**config.mk**
```make
export PLATFORM = sky130hd
export DESIGN_NAME = fsm_moore_timed
export DESIGN_NICKNAME = d
export VERILOG_FILES = /design/src/rtl/fsm_moore_timed.sv
export SDC_FILE = /design/constraint.sdc
export NUM_CORES = 1
export LEC_CHECK = 0
export CAP_MARGIN = 20
export CORE_AREA = 2 2 46 48
export CTS_CLUSTER_SIZE = 30
export DETAILED_ROUTE_END_ITERATION = 7
export DIE_AREA = 0 0 48 50
export PLACE_DENSITY = 0.72
export SKIP_CTS_REPAIR_TIMING = 1
export SLEW_MARGIN = 20
export SYNTH_ARGS = -nofsm -noshare
export SYNTH_HDL_FRONTEND = slang
export SYNTH_SLANG_ARGS = --single-unit
```
**constraint.sdc**
```tcl
create_clock -name clk -period 1.8 [get_ports clk]
set_clock_uncertainty 0.2 [all_clocks]
set_input_delay 0.18 -clock clk [delete_from_list [all_inputs] [get_ports clk]]
set_output_delay 0.18 -clock clk [all_outputs]
set_load 0.05 [all_outputs]
```
**src/rtl/fsm_moore_timed.sv**
```systemverilog
// ----------------------------------------------------------------------------
// fsm_moore_timed
//
// Timed Moore detector for a slow, already-synchronous input. A prescaler
// makes a sample tick every DIV enabled clocks. The FSM needs N consecutive
// high samples of X to enter FIRE. It holds Q for HOLD ticks, then waits in
// REARM until X goes low. This stops a held input from retriggering.
// Entries into FIRE are counted in a saturating counter.
//
// Ports:
//   clk    in   1   system clock, rising edge
//   reset  in   1   asynchronous active-low reset
//   EN     in   1   run enable for prescaler and FSM
//   X      in   1   sampled input (synchronous to clk)
//   Q      out  1   high only in state FIRE
//   START  out  1   one-clk pulse, registered copy of the sample tick
//   BUSY   out  1   high whenever state != IDLE
//   COUNT  out  CW  saturating count of entries into FIRE
// ----------------------------------------------------------------------------
module fsm_moore_timed #(
    parameter int DIV  = 50,
    parameter int N    = 1,
    parameter int HOLD = 1,
    parameter int CW   = 8
) (
    input  logic          clk,
    input  logic          reset,
    input  logic          EN,
    input  logic          X,
    output logic          Q,
    output logic          START,
    output logic          BUSY,
    output logic [CW-1:0] COUNT
);

    localparam int PW = (DIV  > 1) ? $clog2(DIV)  : 1;
    localparam int RW = $clog2(N + 1);   // run must be able to hold N
    localparam int HW = (HOLD > 1) ? $clog2(HOLD) : 1;

    typedef enum logic [1:0] {
        S_IDLE  = 2'd0,
        S_ARM   = 2'd1,
        S_FIRE  = 2'd2,
        S_REARM = 2'd3
    } state_t;

    state_t          r_state, w_state_nxt;
    logic [PW-1:0]   r_pre;
    logic [RW-1:0]   r_run,   w_run_nxt;
    logic [HW-1:0]   r_hold,  w_hold_nxt;
    logic [CW-1:0]   r_count;
    logic            r_start;
    logic            w_tick;
    logic            w_cnt_inc;

    assign w_tick = EN && (r_pre == PW'(DIV - 1));

    // Prescaler and START pulse. START lines up with the cycle in which the
    // tick's state update becomes visible.
    // NOTE: sequential state uses non-blocking (<=) so every register samples
    // pre-edge values; blocking here would create order-dependent races.
    always_ff @(posedge clk or negedge reset) begin
        if (!reset) begin
            r_pre   <= '0;
            r_start <= 1'b0;
        end else begin
            r_start <= w_tick;
            if (!EN || w_tick) r_pre <= '0;
            else               r_pre <= r_pre + 1'b1;
        end
    end

    // State, run/hold counters and detection counter.
    always_ff @(posedge clk or negedge reset) begin
        if (!reset) begin
            r_state <= S_IDLE;
            r_run   <= '0;
            r_hold  <= '0;
            r_count <= '0;
        end else begin
            r_state <= w_state_nxt;
            r_run   <= w_run_nxt;
            r_hold  <= w_hold_nxt;
            if (w_cnt_inc && (r_count != '1)) r_count <= r_count + 1'b1;
        end
    end

    // Next-state logic. It moves only on a tick; otherwise everything holds,
    // and that also covers the EN=0 freeze.
    // NOTE: every output of this block gets a default first so no path leaves
    // a signal unassigned (which would infer a latch).
    always_comb begin
        w_state_nxt = r_state;
        w_run_nxt   = r_run;
        w_hold_nxt  = r_hold;
        w_cnt_inc   = 1'b0;
        if (w_tick) begin
            case (r_state)
                S_IDLE: begin
                    if (X) begin
                        if (N == 1) begin
                            w_state_nxt = S_FIRE;
                            w_hold_nxt  = '0;
                            w_cnt_inc   = 1'b1;
                        end else begin
                            w_state_nxt = S_ARM;
                            w_run_nxt   = RW'(1);
                        end
                    end
                end
                S_ARM: begin
                    if (!X) begin
                        w_state_nxt = S_IDLE;
                        w_run_nxt   = '0;
                    end else if ((r_run + 1'b1) == RW'(N)) begin
                        w_state_nxt = S_FIRE;
                        w_run_nxt   = '0;
                        w_hold_nxt  = '0;
                        w_cnt_inc   = 1'b1;
                    end else begin
                        w_run_nxt   = r_run + 1'b1;
                    end
                end
                S_FIRE: begin
                    // X is deliberately ignored while firing.
                    if (r_hold == HW'(HOLD - 1)) w_state_nxt = S_REARM;
                    else                         w_hold_nxt  = r_hold + 1'b1;
                end
                S_REARM: begin
                    if (!X) begin
                        w_state_nxt = S_IDLE;
                        w_run_nxt   = '0;
                    end
                end
                default: begin
                    w_state_nxt = S_IDLE;
                    w_run_nxt   = '0;
                end
            endcase
        end
    end

    // Moore outputs: decoded from the state register only.
    assign Q     = (r_state == S_FIRE);
    assign BUSY  = (r_state != S_IDLE);
    assign START = r_start;
    assign COUNT = r_count;

endmodule

```
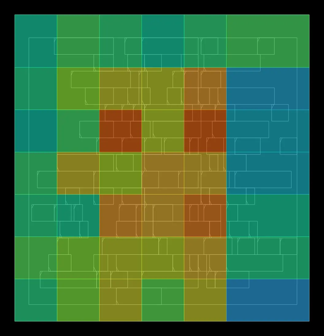
Figure 1: track usage over the die.
Core Util, Final: 58.9%
global routing usage on met2: 23.3%
global-route track usage on met1: 19.3%
met3 Use GR: 2.20%

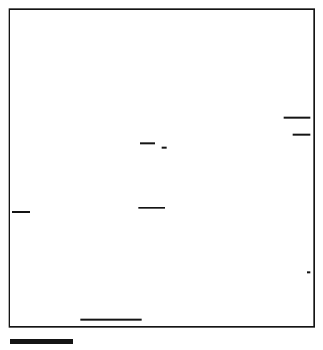
Figure 2: metal 3.
Bar = 10 um.
wire length on this layer: 24.8 um
longest straight run: 9.40 um
DR vias: 620
Routed WL: 1550 um

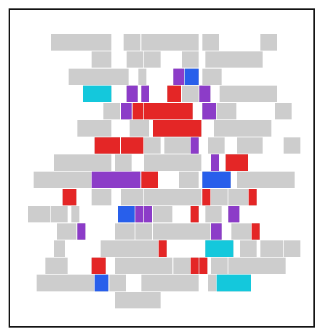
Figure 3: gate-type map.
| colour | family | cells |
|---|---|---|
| red | NOR gates | 17 |
| blue | AND and OR gates | 4 |
| purple | NAND gates | 14 |
| cyan | adder and majority cells | 3 |
combinational share of cell area: 38.3%
most frequent logic cell in the layout: buf_4
Cell Count, Final, Fillers Out: 127

==> metrics.csv <==
stage,metric,value,unit
yosys,Cells after Synth,74,
placement,# port buffers,14,
yosys,"Distinct cells, synth",25,
finish,Total Nets Final,108,
detailed_routing,number of DRC markers in iteration 0,2,
global_routing,GRT overflow,0,
yosys,post-synth top area cell,dfrtp_1,
yosys,synthesized area,818,um2
detailed_routing,"antenna viol nets, final",0,
timing,RSZ-0062 raised after global routing,true,
global_routing,largest net degree at the start of global routing,18,
power,Peak VDD IR,0.000357,V
placement,RePlAce Congestion,0.774,
critical_path,R2R Path End,COUNT[1],
timing,"Min Clock Period, post-route",1.86,ns
global_routing,antenna violations before repair,0,
finish,layout cells sized above 1,38.0,%
clocking,TritonCTS Buffers,3,
global_routing,GRT Total Usage,15.5,%
yosys,Post-synth seq share,52.0,%
clocking,worst skew pair latency,0.29,ns
placement,DP Area,0.00104,mm2
power,Power Dens Cells,571,mW/mm2
worst_hold_path,Hold Crit Class,primary input to asynchronous set/reset pin,
yosys,ys flop type,dfrtp_1,
timing,worst slew pin tran,0.450,ns
critical_path,worst setup path category,flip-flop to flip-flop,
critical_path,worst r2r path cells,6,
timing,final hold violation count,6,
timing,Fmax achieved,538,MHz
floorplan,Die Y,50,um
floorplan,die width,48,um
critical_path,crit-path max FO,7,
clocking,clock root buffer master,clkbuf_4,
yosys,Yosys warning total,0,
yosys,Mapped Avg Cell Area,11.1,um2
yosys,Top cells by area,"dfrtp_1, xor2_1, ha_1, nor2_1, nand3_1",
finish,ANT cells,0,
floorplan,CORE AREA,0.00190,mm2
power,Pwr Total,0.640,mW
critical_path,crit start category,flip-flop,
placement,dpl hpwl,1110,um
status,violated checks,"hold timing, setup timing",
timing,# setup viols final,5,
global_routing,vias in the first global route,606,
placement,Post-Place Worst Slack,-0.0808,ns
power,leakage,0.534,nW
timing,worst setup margin,-0.0573,ns
finish,# fillers,164,
floorplan,chip area,0.00240,mm2
yosys,yosys synthesis chip area,818,um2
detailed_routing,TritonRoute pass-1 iters,3,
clocking,CTS tree,built,
floorplan,Core Rows,16,
timing,Pins Over Slew Limit,0,
detailed_routing,wire per inst,12.2,um
global_routing,GRT busiest layer,met2,
clocking,htree depth,1,
detailed_routing,drt drc,0,
flow_run,tool warning count,28,
clocking,Clock Sinks,17,
flow_run,max-cap violations,0,
floorplan,number of top-level pins,15,
finish,logic area,429,um2
finish,Layout area overhead,37.0,%
critical_path,Critical Path RT,1.78,ns
status,outcome,"complete, but fails checks",
finish,design area,0.00112,mm2
yosys,register bit total from synthesis,17,
critical_path,Worst EP arrival,1.84,ns
placement,Cells after DPL,122,
timing,WHS,-0.00269,ns
yosys,"count leader, synth",dfrtp_1,
global_routing,first-pass GRT wire length,2510,um
yosys,Nets at Floorplan,81,
critical_path,R2R setup slack,-0.06,ns
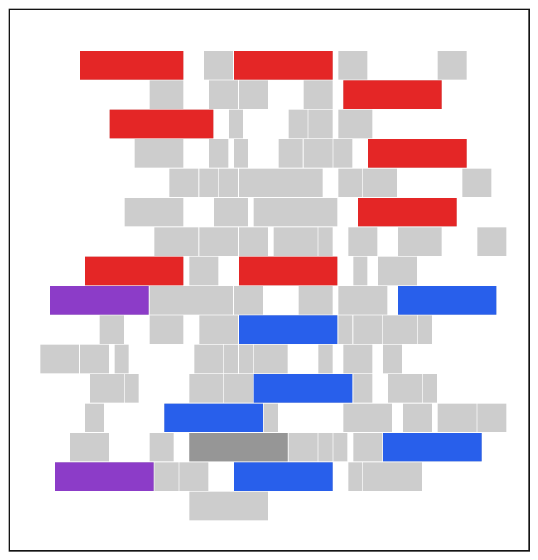
Figure 4: sequential cells coloured by netlist name.
Other sequential cells in the stronger grey, the rest of the logic in the fainter grey.
| colour | netlist name | flops |
|---|---|---|
| blue | r_pre | 6 |
| purple | r_state | 2 |
| red | COUNT | 8 |
not coloured: 1
FF/Latch Area: 428 um2
flop share of the area: 38.2%
total sequential power: 0.390 mW

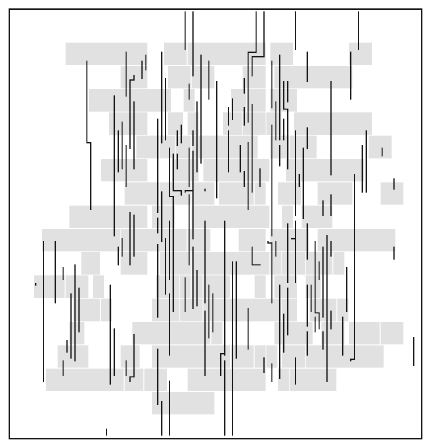
Figure 5: signal wires on met2.
main direction: vertical
nets with wire on the layer: 93
longest straight run: 21.6 um
wire length on this layer: 793 um

[critical path: stages (launching register included)]
cell and delay [ns]:
dfrtp_1 0.39, inv_1 0.06, ha_2 0.16, and4bb_2 0.28, nand4_4 0.21, nor2_4 0.15
mux2_4 0.30
[per-layer routing]
metal	vias to the layer above	wire length, um	part of all wire (%)
met2	8	793	51
met5	-	0	0
met4	0	37	2.4
met1	302	689	45
li1	306	-	-
met3	4	24	1.6
[power by group]
group	internal, mW	switching [mW]	leakage [nW]	total [mW]
combinational	0.0219	0.0213	0.293	0.0432
clock	0.0862	0.120	0.0150	0.206
sequential	0.387	0.00311	0.226	0.390
[flip-flops by register name, indices dropped and copies added (netlist names)]
signal   count
COUNT        8
r_state      2
r_pre        6
START        1
[cell families (layout without fill, tap and decap cells)]
logic type      Yosys count  after routing  share of synthesized area [%]
mux                       2              2                           2.60
flops                    17             17                           52.0
fa+ha+maj                 3              3                           4.59
buf+inv                   3             29                           1.38
simple gates             35             35                           25.2
compound gates            4              4                           3.52
xor+xnor                 10             10                           10.7
[cell usage in the layout (no fill, tap or decap), types with 3 or more instances in the layout]
| cell type | n |
|---|---|
| buf_4 | 18 |
| nor2_1 | 7 |
| clkbuf_4 | 3 |
| clkdlybuf4s50_1 | 3 |
| nand2_1 | 6 |
| nand3_1 | 6 |
| xor2_1 | 8 |
| dfrtp_1 | 15 |
[area by class of cell]
type                    count  share of cell area (%)
repair buffers             23                    17.5
well taps                  27                    3.01
clock buffers               4                    2.34
inverters                   2                   0.670
multi-input cells          54                    38.3
flip-flops and latches     17                    38.2
[worst max-delay path by stage]
stage,start,endpoint,cells after the start
finish,r_pre[1],COUNT[1],6
global route,r_pre[1],COUNT[2],6
CTS,r_pre[1],COUNT[1],6
detailed placement,X,COUNT[1],5
global placement,X,COUNT[1],5
floorplan,COUNT[0],COUNT[1],5
Power figures rest on the tool's default switching activity, not on a simulated workload.
